--- config.mk ---
export PLATFORM = sky130hd
export DESIGN_NAME = mem_arbiter
export DESIGN_NICKNAME = d
export VERILOG_FILES = /design/src/rtl/mem_arb_pkg.sv /design/src/rtl/mem_arb_pick.sv /design/src/rtl/mem_arbiter.sv
export SDC_FILE = /design/constraint.sdc
export NUM_CORES = 1
export LEC_CHECK = 0
export ABC_AREA = 1
export CORE_MARGIN = 1
export CORE_UTILIZATION = 38
export CTS_CLUSTER_DIAMETER = 60
export DETAILED_ROUTE_END_ITERATION = 7
export PLACE_DENSITY = 0.78
export SLEW_MARGIN = 20
export SYNTH_ARGS = -nofsm -noshare
export SYNTH_HDL_FRONTEND = slang
export SYNTH_SLANG_ARGS = --single-unit
--- constraint.sdc ---
create_clock -name clk -period 1.4 [get_ports clk]
set_input_delay 0.21 -clock clk [delete_from_list [all_inputs] [get_ports clk]]
set_output_delay 0.21 -clock clk [all_outputs]
set_load 0.1 [all_outputs]
--- src/rtl/mem_arb_pkg.sv ---
// Shared types and defaults for the two-port memory arbiter.
package mem_arb_pkg;

   localparam int ARB_ADDR_W_DEF  = 9;
   localparam int ARB_MEM_LAT_DEF = 1;
   localparam int ARB_DATA_W      = 32;

   typedef enum logic [1:0] {
      ST_IDLE   = 2'd0,
      ST_ACCESS = 2'd1,
      ST_WAIT   = 2'd2,
      ST_DONE   = 2'd3
   } arb_state_e;

   typedef enum logic {
      ARB_CPU = 1'b0,
      ARB_DBG = 1'b1
   } arb_id_e;

   // Owner and direction of the transaction currently holding memory.
   typedef struct packed {
      arb_id_e id;
      logic    write;
   } arb_hdr_t;

   function automatic arb_id_e arb_other(input arb_id_e id);
      return (id == ARB_CPU) ? ARB_DBG : ARB_CPU;
   endfunction

endpackage

--- src/rtl/mem_arb_pick.sv ---
// Combinational winner selection between the cpu and dbg requesters.
// MEM_ARB_ROUND_ROBIN_EN: contention goes to the port not granted last; otherwise cpu always wins.
module mem_arb_pick
   import mem_arb_pkg::*;
(
   input  logic    cpu_req_i,
   input  logic    dbg_req_i,
   input  arb_id_e last_i,
   output arb_id_e win_o
);

`ifdef MEM_ARB_ROUND_ROBIN_EN
   always_comb begin
      win_o = ARB_CPU;
      if (cpu_req_i && dbg_req_i) begin
         win_o = arb_other(last_i);
      end else if (dbg_req_i) begin
         win_o = ARB_DBG;
      end
   end
`else
   logic unused_last;
   assign unused_last = last_i;

   always_comb begin
      win_o = ARB_CPU;
      if (dbg_req_i && !cpu_req_i) begin
         win_o = ARB_DBG;
      end
   end
`endif

endmodule

--- src/rtl/mem_arbiter.sv ---
// Two-port (cpu/dbg) single-memory arbiter: IDLE -> ACCESS -> [WAIT] -> DONE.
// MEM_ARB_ROUND_ROBIN_EN selects round-robin contention; default build is fixed cpu priority.
module mem_arbiter
   import mem_arb_pkg::*;
#(
   parameter int ADDR_W  = ARB_ADDR_W_DEF,
   parameter int MEM_LAT = ARB_MEM_LAT_DEF
) (
   input  logic              clk,
   input  logic              in_reset_n,
   input  logic              in_cpu_req,
   input  logic              in_cpu_write,
   input  logic [ADDR_W-1:0] in_cpu_addr,
   input  logic [31:0]       in_cpu_wdata,
   input  logic              in_dbg_req,
   input  logic              in_dbg_write,
   input  logic [ADDR_W-1:0] in_dbg_addr,
   input  logic [31:0]       in_dbg_wdata,
   output logic              out_cpu_grant,
   output logic              out_dbg_grant,
   output logic              out_cpu_done,
   output logic              out_dbg_done,
   output logic [31:0]       out_cpu_rdata,
   output logic [31:0]       out_dbg_rdata,
   output logic [ADDR_W-1:0] out_mem_addr,
   output logic [31:0]       out_mem_wdata,
   output logic              out_mem_read,
   output logic              out_mem_write,
   input  logic [31:0]       in_mem_rdata,
   output logic              out_busy
);

   // MEM_LAT is limited to 0..7 so it fits the 3-bit wait counter.
   localparam logic [2:0] LAT3 = 3'(MEM_LAT);

   arb_state_e        state_q, state_d;
   arb_hdr_t          hdr_q, hdr_d;
   logic [ADDR_W-1:0] addr_q, addr_d;
   logic [31:0]       wdata_q, wdata_d;
   logic [2:0]        cnt_q, cnt_d;
   logic [31:0]       cpu_rdata_q, cpu_rdata_d;
   logic [31:0]       dbg_rdata_q, dbg_rdata_d;
   logic              capture;
   logic              any_req;
   arb_id_e           win;
   arb_id_e           last;

   assign any_req = in_cpu_req | in_dbg_req;

`ifdef MEM_ARB_ROUND_ROBIN_EN
   arb_id_e last_q, last_d;

   always_comb begin
      last_d = last_q;
      if (state_q == ST_IDLE && any_req) begin
         last_d = win;
      end
   end

   // Resets to dbg so the first contention after reset goes to cpu.
   always_ff @(posedge clk or negedge in_reset_n) begin
      if (!in_reset_n) begin
         last_q <= ARB_DBG;
      end else begin
         last_q <= last_d;
      end
   end

   assign last = last_q;
`else
   assign last = ARB_DBG;
`endif

   mem_arb_pick u_pick (
      .cpu_req_i (in_cpu_req),
      .dbg_req_i (in_dbg_req),
      .last_i    (last),
      .win_o     (win)
   );

   always_comb begin
      state_d     = state_q;
      hdr_d       = hdr_q;
      addr_d      = addr_q;
      wdata_d     = wdata_q;
      cnt_d       = cnt_q;
      cpu_rdata_d = cpu_rdata_q;
      dbg_rdata_d = dbg_rdata_q;
      capture     = 1'b0;

      case (state_q)
         ST_IDLE: begin
            if (any_req) begin
               state_d  = ST_ACCESS;
               hdr_d.id = win;
               if (win == ARB_CPU) begin
                  hdr_d.write = in_cpu_write;
                  addr_d      = in_cpu_addr;
                  wdata_d     = in_cpu_wdata;
               end else begin
                  hdr_d.write = in_dbg_write;
                  addr_d      = in_dbg_addr;
                  wdata_d     = in_dbg_wdata;
               end
            end
         end
         ST_ACCESS: begin
            if (hdr_q.write || LAT3 == 3'd0) begin
               state_d = ST_DONE;
               capture = !hdr_q.write;
            end else begin
               state_d = ST_WAIT;
               cnt_d   = LAT3;
            end
         end
         ST_WAIT: begin
            // Last wait cycle is the one MEM_LAT cycles after ACCESS began.
            cnt_d = cnt_q - 3'd1;
            if (cnt_q <= 3'd1) begin
               state_d = ST_DONE;
               capture = 1'b1;
            end
         end
         ST_DONE: begin
            state_d = ST_IDLE;
         end
         default: begin
            state_d = ST_IDLE;
         end
      endcase

      if (capture) begin
         if (hdr_q.id == ARB_CPU) begin
            cpu_rdata_d = in_mem_rdata;
         end else begin
            dbg_rdata_d = in_mem_rdata;
         end
      end
   end

   always_ff @(posedge clk or negedge in_reset_n) begin
      if (!in_reset_n) begin
         state_q     <= ST_IDLE;
         hdr_q       <= '{id: ARB_CPU, write: 1'b0};
         addr_q      <= '0;
         wdata_q     <= '0;
         cnt_q       <= '0;
         cpu_rdata_q <= '0;
         dbg_rdata_q <= '0;
      end else begin
         state_q     <= state_d;
         hdr_q       <= hdr_d;
         addr_q      <= addr_d;
         wdata_q     <= wdata_d;
         cnt_q       <= cnt_d;
         cpu_rdata_q <= cpu_rdata_d;
         dbg_rdata_q <= dbg_rdata_d;
      end
   end

   assign out_busy      = (state_q != ST_IDLE);
   assign out_cpu_grant = out_busy && (hdr_q.id == ARB_CPU);
   assign out_dbg_grant = out_busy && (hdr_q.id == ARB_DBG);
   assign out_cpu_done  = (state_q == ST_DONE) && (hdr_q.id == ARB_CPU);
   assign out_dbg_done  = (state_q == ST_DONE) && (hdr_q.id == ARB_DBG);
   assign out_mem_read  = (state_q == ST_ACCESS) && !hdr_q.write;
   assign out_mem_write = (state_q == ST_ACCESS) && hdr_q.write;
   assign out_mem_addr  = addr_q;
   assign out_mem_wdata = wdata_q;
   assign out_cpu_rdata = cpu_rdata_q;
   assign out_dbg_rdata = dbg_rdata_q;

endmodule

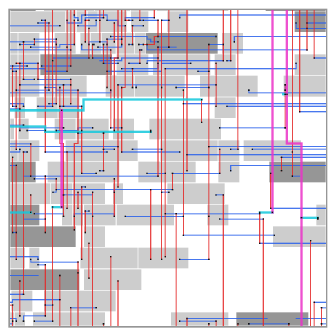
run_1/closeup.png
Window x 39 to 79, y 39 to 79 um. Cells in grey, sequential cells in the stronger grey; small squares are vias.
Magenta stands for M4. Cyan stands for M3. Red stands for M2. Blue stands for M1.
Netlist names of flops here include cnt_q (2), out_cpu_rdata (2). Sequential cells in the window: 6. Most frequent: buf_4 (17), buf_12 (10), nand2_1 (7). 72 logic cells have their middle in the window.

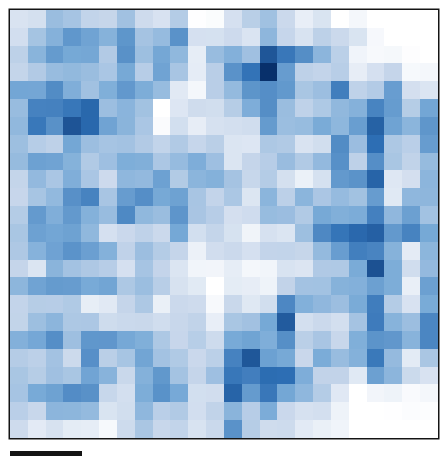
run_1/route_heat.png
Bar = 20 um. The die is cut into 24 by 24 equal tiles; white is low, dark blue is high, scaled to the fullest tile. Values are wire area over tile area, all layers added.
The mean over all tiles is 0.20. The fullest tile reaches 0.56. 24% of the tiles are over half the peak. 4.2% of the tiles are nearly empty.

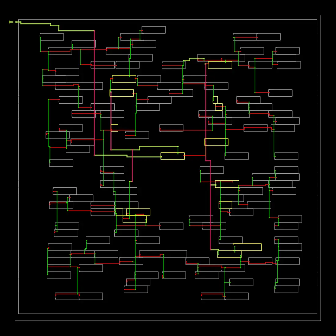
run_1/clock_nets.png
Layout clock buffers: 10
worst-skew pair later-pin latency: 340 ps

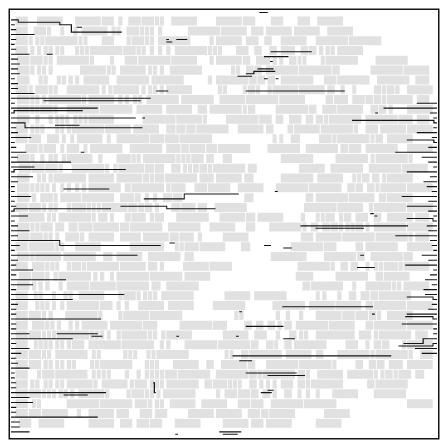
run_1/m3.png
Cells faint in the background.
The layer holds 7.4% of the routed length. The longest straight run is 43.7 um. The wires run mostly horizontal. 169 nets have wire on it.
Vias: 5365
final WL: 17.3 mm
met3 capacity usage during global routing: 6.76%

==> impl_metrics.tcl, run 1 <==
# metrics dict for downstream scripts
set metrics [dict create \
    run_status "finished, violations left" \
    failed_checks "setup timing" \
    fp_nets 785 \
    synth-edff-count 0 \
    crit_cells 5 \
    ys.flops 112 \
    worstRegToRegCells 9 \
    area.growth.synth_to_final_pct 92.8 \
    cts.sink_count 112 \
    cts_root_buf "sky130_fd_sc_hd__clkbuf_16" \
    dp_cells 1055 \
    number_of_antenna_violations_at_the_first_check_in_global_routing 0 \
    wire_per_inst_um 15.8 \
    crit_family "flip-flops" \
    die_area_sq_um 14100 \
    number_of_vias_per_cell 4.91 \
    critical_path_arrival_ps 1430 \
    worst-path-buf-inv 3 \
    routedLengthMet1_mm 6.72 \
    finalSetupViolations 53 \
    max_clock_freq_mhz 611 \
    globalRoute.totalOverflow 0 \
    timing.final.crit_period_ps 1640 \
    cts_hold_repair.buffers 1 \
    cts.clk_slew.worst_paths_ps 70 \
    grt_max_degree 36 \
    clock_cell_area_share_pct 2.97 \
    signal_buffers 287 \
    place_hpwl_mm 11.9 \
    crit_path_top_delay_cell "sky130_fd_sc_hd__dfrtp_2" \
    numCtsBuffers 9 \
    post-synth-top-count-cell "sky130_fd_sc_hd__nand2_1" \
    postSynthCellCount 659 \
    place_congestion 0.784 \
    comb_area_share_pct 24.3 \
    post_cts_setup_buffer_count 7 \
    end_kind "primary output" \
    synthDominantAreaCellType "sky130_fd_sc_hd__dfrtp_1" \
    setup-tns-final_ps -7570 \
    antenna_left 0 \
    finalInstanceArea_sq_um 9970 \
    post_cts_sizing_count 9 \
    synth_warnings 0 \
    worst_slack_ps -236 \
    wp_data_required_ps 1190 \
    finalNetCount 1039 \
    finalNonFillerCells 1093 \
    post_synth_most_frequent_cells "393 x sky130_fd_sc_hd__nand2_1, 112 x sky130_fd_sc_hd__dfrtp_1, 64 x sky130_fd_sc_hd__nand4_1, 29 x sky130_fd_sc_hd__buf_2" \
    grt_util_all_layers_pct 23.9 \
    detailed_place.area_sq_um 9110 \
    chipHeight_um 119 \
    fp_util_pct 39.1 \
    async_reset_ff_share_pct 100 \
    gr_util_met2_pct 40.7 \
    flop_cell "sky130_fd_sc_hd__dfrtp_1" \
    crit_path_max_fanout 3 \
    num-multi-input-gates 488 \
    gr-usage-met1_pct 28.7 \
    count_of_sequential_standard_cells 112 \
]
run 1: cells in the final DEF, fill, tap and decap left out, drive strengths merged:
master / instances
a21oi: 1
dfrtp: 112
nand2: 393
xor2: 1
bufinv: 1
inv: 13
clkinvlp: 5
clkbuf: 15
dlygate4sd3: 1
o21ai: 2
nand3: 9
ha: 6
clkdlybuf4s50: 118
nand4: 64
buf: 163
o22ai: 1
clkinv: 1
nor2: 11
run 1: worst register-to-register path: stages, from the launching register on:
cell and delay, ps:
sky130_fd_sc_hd__dfrtp_2 420, sky130_fd_sc_hd__inv_2 120, sky130_fd_sc_hd__ha_4 160, sky130_fd_sc_hd__buf_4 150
sky130_fd_sc_hd__inv_12 40, sky130_fd_sc_hd__a21oi_4 170, sky130_fd_sc_hd__inv_2 90, sky130_fd_sc_hd__buf_12 170
sky130_fd_sc_hd__nand2_1 80, sky130_fd_sc_hd__nand2_1 60
run 1: final timing paths:
check                                   from                end  slack [ps]
min                               in_reset_n  out_cpu_rdata[29]         310
min reg2reg                out_mem_wdata[16]  out_mem_wdata[16]         530
max                               state_q[0]      out_mem_write        -240
max in group asynchronous         in_reset_n         state_q[0]         590
min in group clk            in_mem_rdata[19]  out_dbg_rdata[19]         460
max reg2reg                       state_q[0]  out_mem_wdata[29]        -190
run 1: kinds of logic (layout without fill, tap and decap cells):
family	Yosys count	after routing	synth area share [%]
simple gates	477	477	38.1
flops	112	112	54.2
buf+inv	59	317	5.49
fa+ha+maj	6	6	1.45
compound gates	4	4	0.629
xor+xnor	1	1	0.169
==> run 1 -> run 2 <==
--- a/config.mk
+++ b/config.mk
@@ -10,6 +10,7 @@
 export CORE_UTILIZATION = 38
 export CTS_CLUSTER_DIAMETER = 60
 export DETAILED_ROUTE_END_ITERATION = 7
+export GPL_ROUTABILITY_DRIVEN = 0
 export PLACE_DENSITY = 0.78
 export SLEW_MARGIN = 20
 export SYNTH_ARGS = -nofsm -noshare
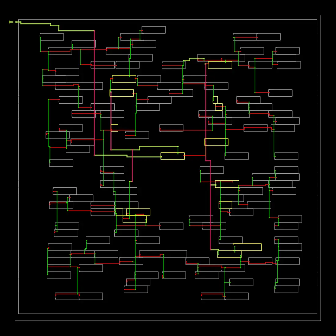
run_2/clock_nets.png
CTS sink count: 112
count of sequential standard cells: 112

==> run 2 against run 1 <==
Against the previous run: the run still ends with setup timing left; maximum frequency unchanged; clock skew unchanged; worst hold slack did not move; critical path type unchanged.
==> impl_metrics.tcl, run 2 <==
# metrics dict for downstream scripts
set metrics [dict create \
    run_status "finished, violations left" \
    failed_checks "setup timing" \
    worstReg2RegStart "state_q[0]" \
    cts.clk_slew.worst_paths_ps 70 \
    numCtsBuffers 9 \
    worst-slew-pin-transition_ps 307 \
    max_clock_freq_mhz 611 \
    grt_pass1_wl_mm 26.3 \
    total_count_of_hold_check_failures_in_the_final_report 0 \
    grt_max_degree 36 \
    hold_ws_ps 307 \
    die_area_sq_um 14100 \
    i_o_pin_count 232 \
    async_reset_ff_share_pct 100 \
    post-synth-top-count-cell "sky130_fd_sc_hd__nand2_1" \
    flop_cell "sky130_fd_sc_hd__dfrtp_1" \
    detailroute.via_count 5365 \
    synth_sequential_area_ratio_pct 54.2 \
    worstRegToRegCells 9 \
    chipHeight_um 119 \
    firstDrtPassIters 4 \
    number_of_antenna_violations_at_the_first_check_in_global_routing 0 \
    first_global_vias 5123 \
    min_path_type "primary input to async pin" \
    timing.final.crit_period_ps 1640 \
    mostFrequentLayoutCells "357 x sky130_fd_sc_hd__nand2_1, 126 x sky130_fd_sc_hd__buf_12, 118 x sky130_fd_sc_hd__clkdlybuf4s50_1, 111 x sky130_fd_sc_hd__dfrtp_1, 64 x sky130_fd_sc_hd__nand4_1" \
    cap_violations 0 \
    dp_cells 1055 \
    worst-path-buf-inv 3 \
    synthDominantAreaCellType "sky130_fd_sc_hd__dfrtp_1" \
    rsz0062_at_grt "yes" \
    critPathMaxStageDelay_ps 420 \
    ordered_list_of_cells_on_the_worst_path "buf_6 > ha_4 > nand2_4 > clkinvlp_4 > buf_12" \
    synth-edff-count 0 \
    routed_wirelength_mm 17.3 \
    finalNetCount 1039 \
    postSynthCellCount 659 \
    post_route_cells_drive_above_1_share_pct 27.3 \
    synth_cell_area_sq_um 5170 \
    area.growth.synth_to_final_pct 92.8 \
    top_area_cell_type_share_of_the_netlist_area_pct 54.2 \
    core_area_sq_um 13200 \
    setup-tns-final_ps -7570 \
    crit_path_top_delay_cell "sky130_fd_sc_hd__dfrtp_2" \
    synth_warnings 0 \
    globalRoute.totalOverflow 0 \
    ys.flops 112 \
    yosys-top-cells-area "sky130_fd_sc_hd__dfrtp_1 54%, sky130_fd_sc_hd__nand2_1 29%, sky130_fd_sc_hd__nand4_1 7.7%" \
    wp_data_required_ps 1190 \
    number_of_input_and_output_port_buffers_inserted 231 \
    crit_family "flip-flops" \
    yosysChipArea_sq_um 5170 \
    final_min_period_over_clock_period_pct 117 \
    finalNonFillerCells 1093 \
    place_ws_ps -163 \
    total_cells_reported_by_yosys_after_synthesis 659 \
    finalSetupViolations 53 \
    final_core_util_pct 75.3 \
    insertion_delay_ps 340 \
    detail_route.drc_violations 0 \
    maxSlewHeadroom_pct 79.5 \
    number_of_vias_per_cell 4.91 \
    drt_first_iter_violations 323 \
    place_hpwl_mm 11.9 \
    fp_nets 785 \
    critical_path.startpoint_type "flop" \
    dominant_logic_cell_type_in_the_layout "sky130_fd_sc_hd__nand2_1" \
    max-clock-path-buffers 2 \
    row_count 42 \
    fin_worst_skew_ps 6.51 \
    detailed_place.area_sq_um 9110 \
    finalInstanceArea_sq_um 9970 \
    number_of_pins_with_negative_max_slew_slack_in_the_final_report 0 \
    fillCellCount 891 \
    post_synth_most_frequent_cells "393 x sky130_fd_sc_hd__nand2_1, 112 x sky130_fd_sc_hd__dfrtp_1, 64 x sky130_fd_sc_hd__nand4_1, 29 x sky130_fd_sc_hd__buf_2" \
    antenna_diode_count 0 \
    cts_root_buf "sky130_fd_sc_hd__clkbuf_16" \
    cts_tree "built" \
    warnings 33 \
    critical_path_arrival_ps 1430 \
    post_synth.cell_area_avg_sq_um 7.85 \
    die.size.x_um 119 \
    htreeDepth 3 \
    timing_worst_setup_path_type "flop to primary output" \
    fp_util_pct 39.1 \
    synthDistinctLibCells 17 \
    ff2ff_setup_slack_ps -190 \
    worst_r2r_endpoint "out_mem_wdata[29]" \
    crit_path_max_fanout 3 \
    end_kind "primary output" \
    worst_slack_ps -236 \
    antenna_left 0 \
]
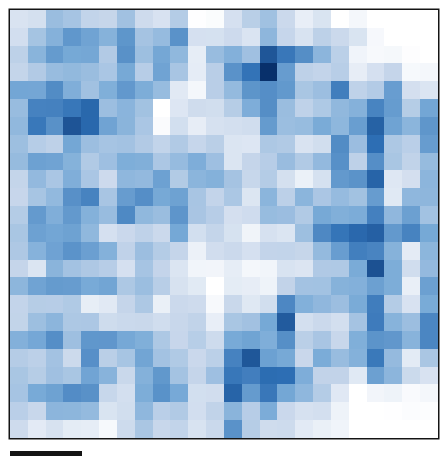
run_2/route_heat.png
Bar = 20 um. The die is cut into 24 by 24 equal tiles; white is low, dark blue is high, scaled to the fullest tile. Values are wire area over tile area, all layers added.
The mean over all tiles is 0.20. 4.2% of the tiles are nearly empty. 24% of the tiles are over half the peak. The fullest tile reaches 0.56.
overall routing resource usage: 23.9%
Routed WL per cell: 15.8 um

run 2: cell type report:
cell class,instances,area (sq um),area share (%)
Sequential cell,112,2800,28.1
Tap cell,176,220,2.21
Clock inverter,5,57.6,0.577
Multi-Input combinational cell,488,2420,24.3
Timing Repair Buffer,287,4160,41.7
Clock buffer,10,239,2.40
Inverter,15,76.3,0.765
run 2: how the worst max path moves through the flow:
stage,slack [ps],depth (start not counted),endpoint,start
after floorplan,-210,7,cnt_q[2],state_q[1]
after global placement,-100,6,out_mem_wdata[26],in_cpu_req
after detailed placement,-160,6,out_mem_wdata[27],in_cpu_req
after CTS,-230,5,out_dbg_done,state_q[0]
after global routing,-290,5,out_cpu_grant,state_q[1]
final,-240,5,out_mem_write,state_q[0]
run 2: layer usage:
layer	GRT usage [%]	part of all wire, %	vias to the layer above	routed length [um]
met5	0	0	-	0
met4	8.23	2.5	0	428
met3	6.76	7.4	30	1280
met2	40.7	51	224	8830
met1	28.7	39	2512	6720
li1	-	-	2599	-
run 2: what timing repair did:
item                       4_1_cts  5_1_grt
hold buffers                     1        0
hold endpoints to repair        17        0
cloned                           1        5
pin swaps                        4       11
resized                          9       66
setup endpoints to repair       56      116
setup buffers                    7       10
run 2: cell families after synthesis:
group	after synthesis	share of synthesized area [%]
AOI/OAI and AO/OA	4	0.629
xor gates and xnor gates	1	0.169
adders and majority gates	6	1.45
DFF	112	54.2
buffers and inverters	59	5.49
and+or+nand+nor	477	38.1
==> run 2 -> run 3 <==
--- a/config.mk
+++ b/config.mk
@@ -16,3 +16,4 @@
 export SYNTH_ARGS = -nofsm -noshare
 export SYNTH_HDL_FRONTEND = slang
 export SYNTH_SLANG_ARGS = --single-unit
+export TNS_END_PERCENT = 100
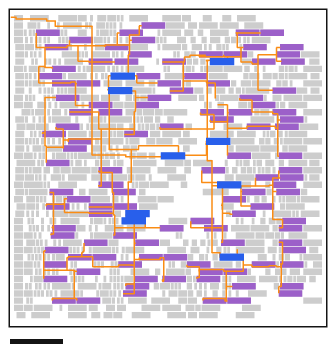
run_3/clock_wires.png
Bar = 20 um.
Orange stands for clock wires, length 1320 um. Purple stands for flip-flops, count 112. Blue stands for clock-net drivers, count 9.
Position of the flops: all over the die.
Layout Skew: 6.51 ps

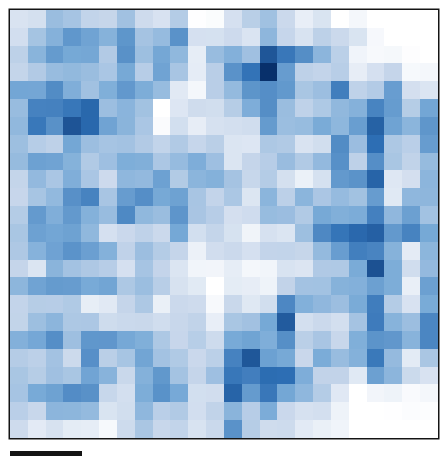
run_3/route_heat.png
Bar = 20 um. The die is cut into 24 by 24 equal tiles; white is low, dark blue is high, scaled to the fullest tile. Values are wire area over tile area, all layers added.
4.2% of the tiles are nearly empty. The fullest tile reaches 0.56. 24% of the tiles are over half the peak.

==> run 3 against run 2 <==
Against the previous run: the flow still finishes with violations (setup timing); critical path type unchanged; setup slack did not move; cell count unchanged; sequential share of layout area unchanged; via count did not move; register-to-register slack barely moved; global-route usage did not move; flip-flop count unchanged; final area stayed put.
==> impl_metrics.tcl, run 3 <==
# metrics dict for downstream scripts
set metrics [dict create \
    seqAreaFraction_pct 28.1 \
    antenna_left 0 \
    maxSlewHeadroom_pct 79.5 \
    nWellTaps 176 \
    number_of_antenna_violations_at_the_first_check_in_global_routing 0 \
    row_count 42 \
    drt_first_iter_violations 323 \
    post-synth-top-count-cell "sky130_fd_sc_hd__nand2_1" \
    i_o_pin_count 232 \
    warnings 33 \
    cts_tree "built" \
    synth_sequential_area_ratio_pct 54.2 \
    routed_wirelength_mm 17.3 \
    number_of_input_and_output_port_buffers_inserted 231 \
    cap_violations 0 \
    fillCellCount 891 \
    comb_area_share_pct 24.3 \
    nonClkBufAreaFrac_pct 41.7 \
    crit_path_top_delay_cell "sky130_fd_sc_hd__dfrtp_2" \
    top_area_cell_class "buffers" \
    number_of_vias_per_cell 4.91 \
    hold_ws_ps 307 \
    total_count_of_hold_check_failures_in_the_final_report 0 \
    clock_buffer_count 10 \
    number_of_pins_with_negative_max_slew_slack_in_the_final_report 0 \
    crit_family "flip-flops" \
    critical_path.startpoint_type "flop" \
    place_hpwl_mm 11.9 \
    detailroute.via_count 5365 \
    cts.clk_slew.worst_paths_ps 70 \
    post_route_cells_drive_above_1_share_pct 27.3 \
    grt_max_degree 36 \
    clock_cell_area_share_pct 2.97 \
    max-clock-path-buffers 2 \
    end_kind "primary output" \
    async_reset_ff_share_pct 100 \
    synthDominantAreaCellType "sky130_fd_sc_hd__dfrtp_1" \
    htreeDepth 3 \
    insertion_delay_ps 340 \
    grt_util_all_layers_pct 23.9 \
    finalNetCount 1039 \
    wire_per_inst_um 15.8 \
    min_path_type "primary input to async pin" \
    postSynthCellCount 659 \
    dominant_logic_cell_type_in_the_layout "sky130_fd_sc_hd__nand2_1" \
    cts_root_buf "sky130_fd_sc_hd__clkbuf_16" \
    synthDistinctLibCells 17 \
    flop_cell "sky130_fd_sc_hd__dfrtp_1" \
    worst_slack_ps -236 \
    final_min_period_over_clock_period_pct 117 \
    count_of_sequential_standard_cells 112 \
    die.size.x_um 119 \
    final-seq-area_sq_um 2800 \
    numCtsBuffers 9 \
    detail_route.drc_violations 0 \
    area.growth.synth_to_final_pct 92.8 \
    antenna_diode_count 0 \
    setup-tns-final_ps -7570 \
    critical_path_arrival_ps 1430 \
    synth_warnings 0 \
    crit_path_max_fanout 3 \
    ordered_list_of_cells_on_the_worst_path "buf_6 > ha_4 > nand2_4 > clkinvlp_4 > buf_12" \
    signal_buffers 287 \
    ys.flops 112 \
    cts.sink_count 112 \
    fp_util_pct 39.1 \
    top_area_cell_type_share_of_the_netlist_area_pct 54.2 \
    non_clock_inverter_count 15 \
    wp_data_required_ps 1190 \
    grt_pass1_wl_mm 26.3 \
    timing_worst_setup_path_type "flop to primary output" \
    yosysChipArea_sq_um 5170 \
    chipHeight_um 119 \
    worst-path-buf-inv 3 \
    failed_checks "setup timing" \
    timing.final.crit_period_ps 1640 \
    total_cells_reported_by_yosys_after_synthesis 659 \
    worst-slew-pin-transition_ps 307 \
    critPathMaxStageDelay_ps 420 \
    firstDrtPassIters 4 \
    run_status "finished, violations left" \
    num-multi-input-gates 488 \
    synth-edff-count 0 \
    max_clock_freq_mhz 611 \
    area_of_combinational_cells_with_multiple_inputs_sq_um 2420 \
    yosys-top-cells-area "sky130_fd_sc_hd__dfrtp_1 54%, sky130_fd_sc_hd__nand2_1 29%, sky130_fd_sc_hd__nand4_1 7.7%" \
    rsz0062_at_grt "yes" \
    finalSetupViolations 53 \
    globalRoute.totalOverflow 0 \
    mostFrequentLayoutCells "357 x sky130_fd_sc_hd__nand2_1, 126 x sky130_fd_sc_hd__buf_12, 118 x sky130_fd_sc_hd__clkdlybuf4s50_1, 111 x sky130_fd_sc_hd__dfrtp_1, 64 x sky130_fd_sc_hd__nand4_1" \
    synth_cell_area_sq_um 5170 \
    die_area_sq_um 14100 \
    fp_nets 785 \
    post_synth_most_frequent_cells "393 x sky130_fd_sc_hd__nand2_1, 112 x sky130_fd_sc_hd__dfrtp_1, 64 x sky130_fd_sc_hd__nand4_1, 29 x sky130_fd_sc_hd__buf_2" \
    first_global_vias 5123 \
    post_synth.cell_area_avg_sq_um 7.85 \
    core_area_sq_um 13200 \
]
## run 3: cell counts after synthesis
No cell type changed its count.
## run 3: timing repair
item | in CTS | in global routing
resized | 9 | 66
hold buffers | 1 | 0
setup buffers | 7 | 10
endpoints found under the hold margin | 17 | 0
pin swaps | 4 | 11
setup endpoints to repair | 56 | 116
cloned | 1 | 5
## run 3: stage by stage
stage / cells / setup WS, ps / cell area, sq um / utilization (%)
after global placement: 1055 / -97.0 / 9110 / 68.8
final: 1093 / -236 / 9970 / 75.3
after detailed placement: 1055 / -163 / 9110 / 68.8
after floorplan: 659 / -214 / 5300 / -
after CTS: 1079 / -228 / 9540 / 72.1
after global routing: 1093 / -285 / 9970 / 75.3
## run 3: path summary, 6_finish.rpt
check,endpoint,slack (ps),startpoint,cells past startpoint
worst min register to register,out_mem_wdata[16],530,out_mem_wdata[16],2
worst max register to register,out_mem_wdata[29],-190,state_q[0],9
worst max-delay path,out_mem_write,-240,state_q[0],5
worst min-delay path,out_cpu_rdata[29],310,in_reset_n,2
min in group clk,out_dbg_rdata[19],460,in_mem_rdata[19],3
max in group asynchronous,state_q[0],590,in_reset_n,3
## run 3: cells by family after synthesis
kind of cell | Yosys count | synth area share (%)
AND-OR/OR-AND | 4 | 0.629
XOR/XNOR | 1 | 0.169
adder cells (fa/ha/maj) | 6 | 1.45
buffers and inverters | 59 | 5.49
flip-flops | 112 | 54.2
AND/OR/NAND/NOR | 477 | 38.1
## run 3: routing by layer
metal  share of wire (%)  vias up  GRT usage (%)
li1                    -     2599              -
met1                  39     2512           28.7
met2                  51      224           40.7
met3                 7.4       30           6.76
met4                 2.5        0           8.23
met5                   0        -              0
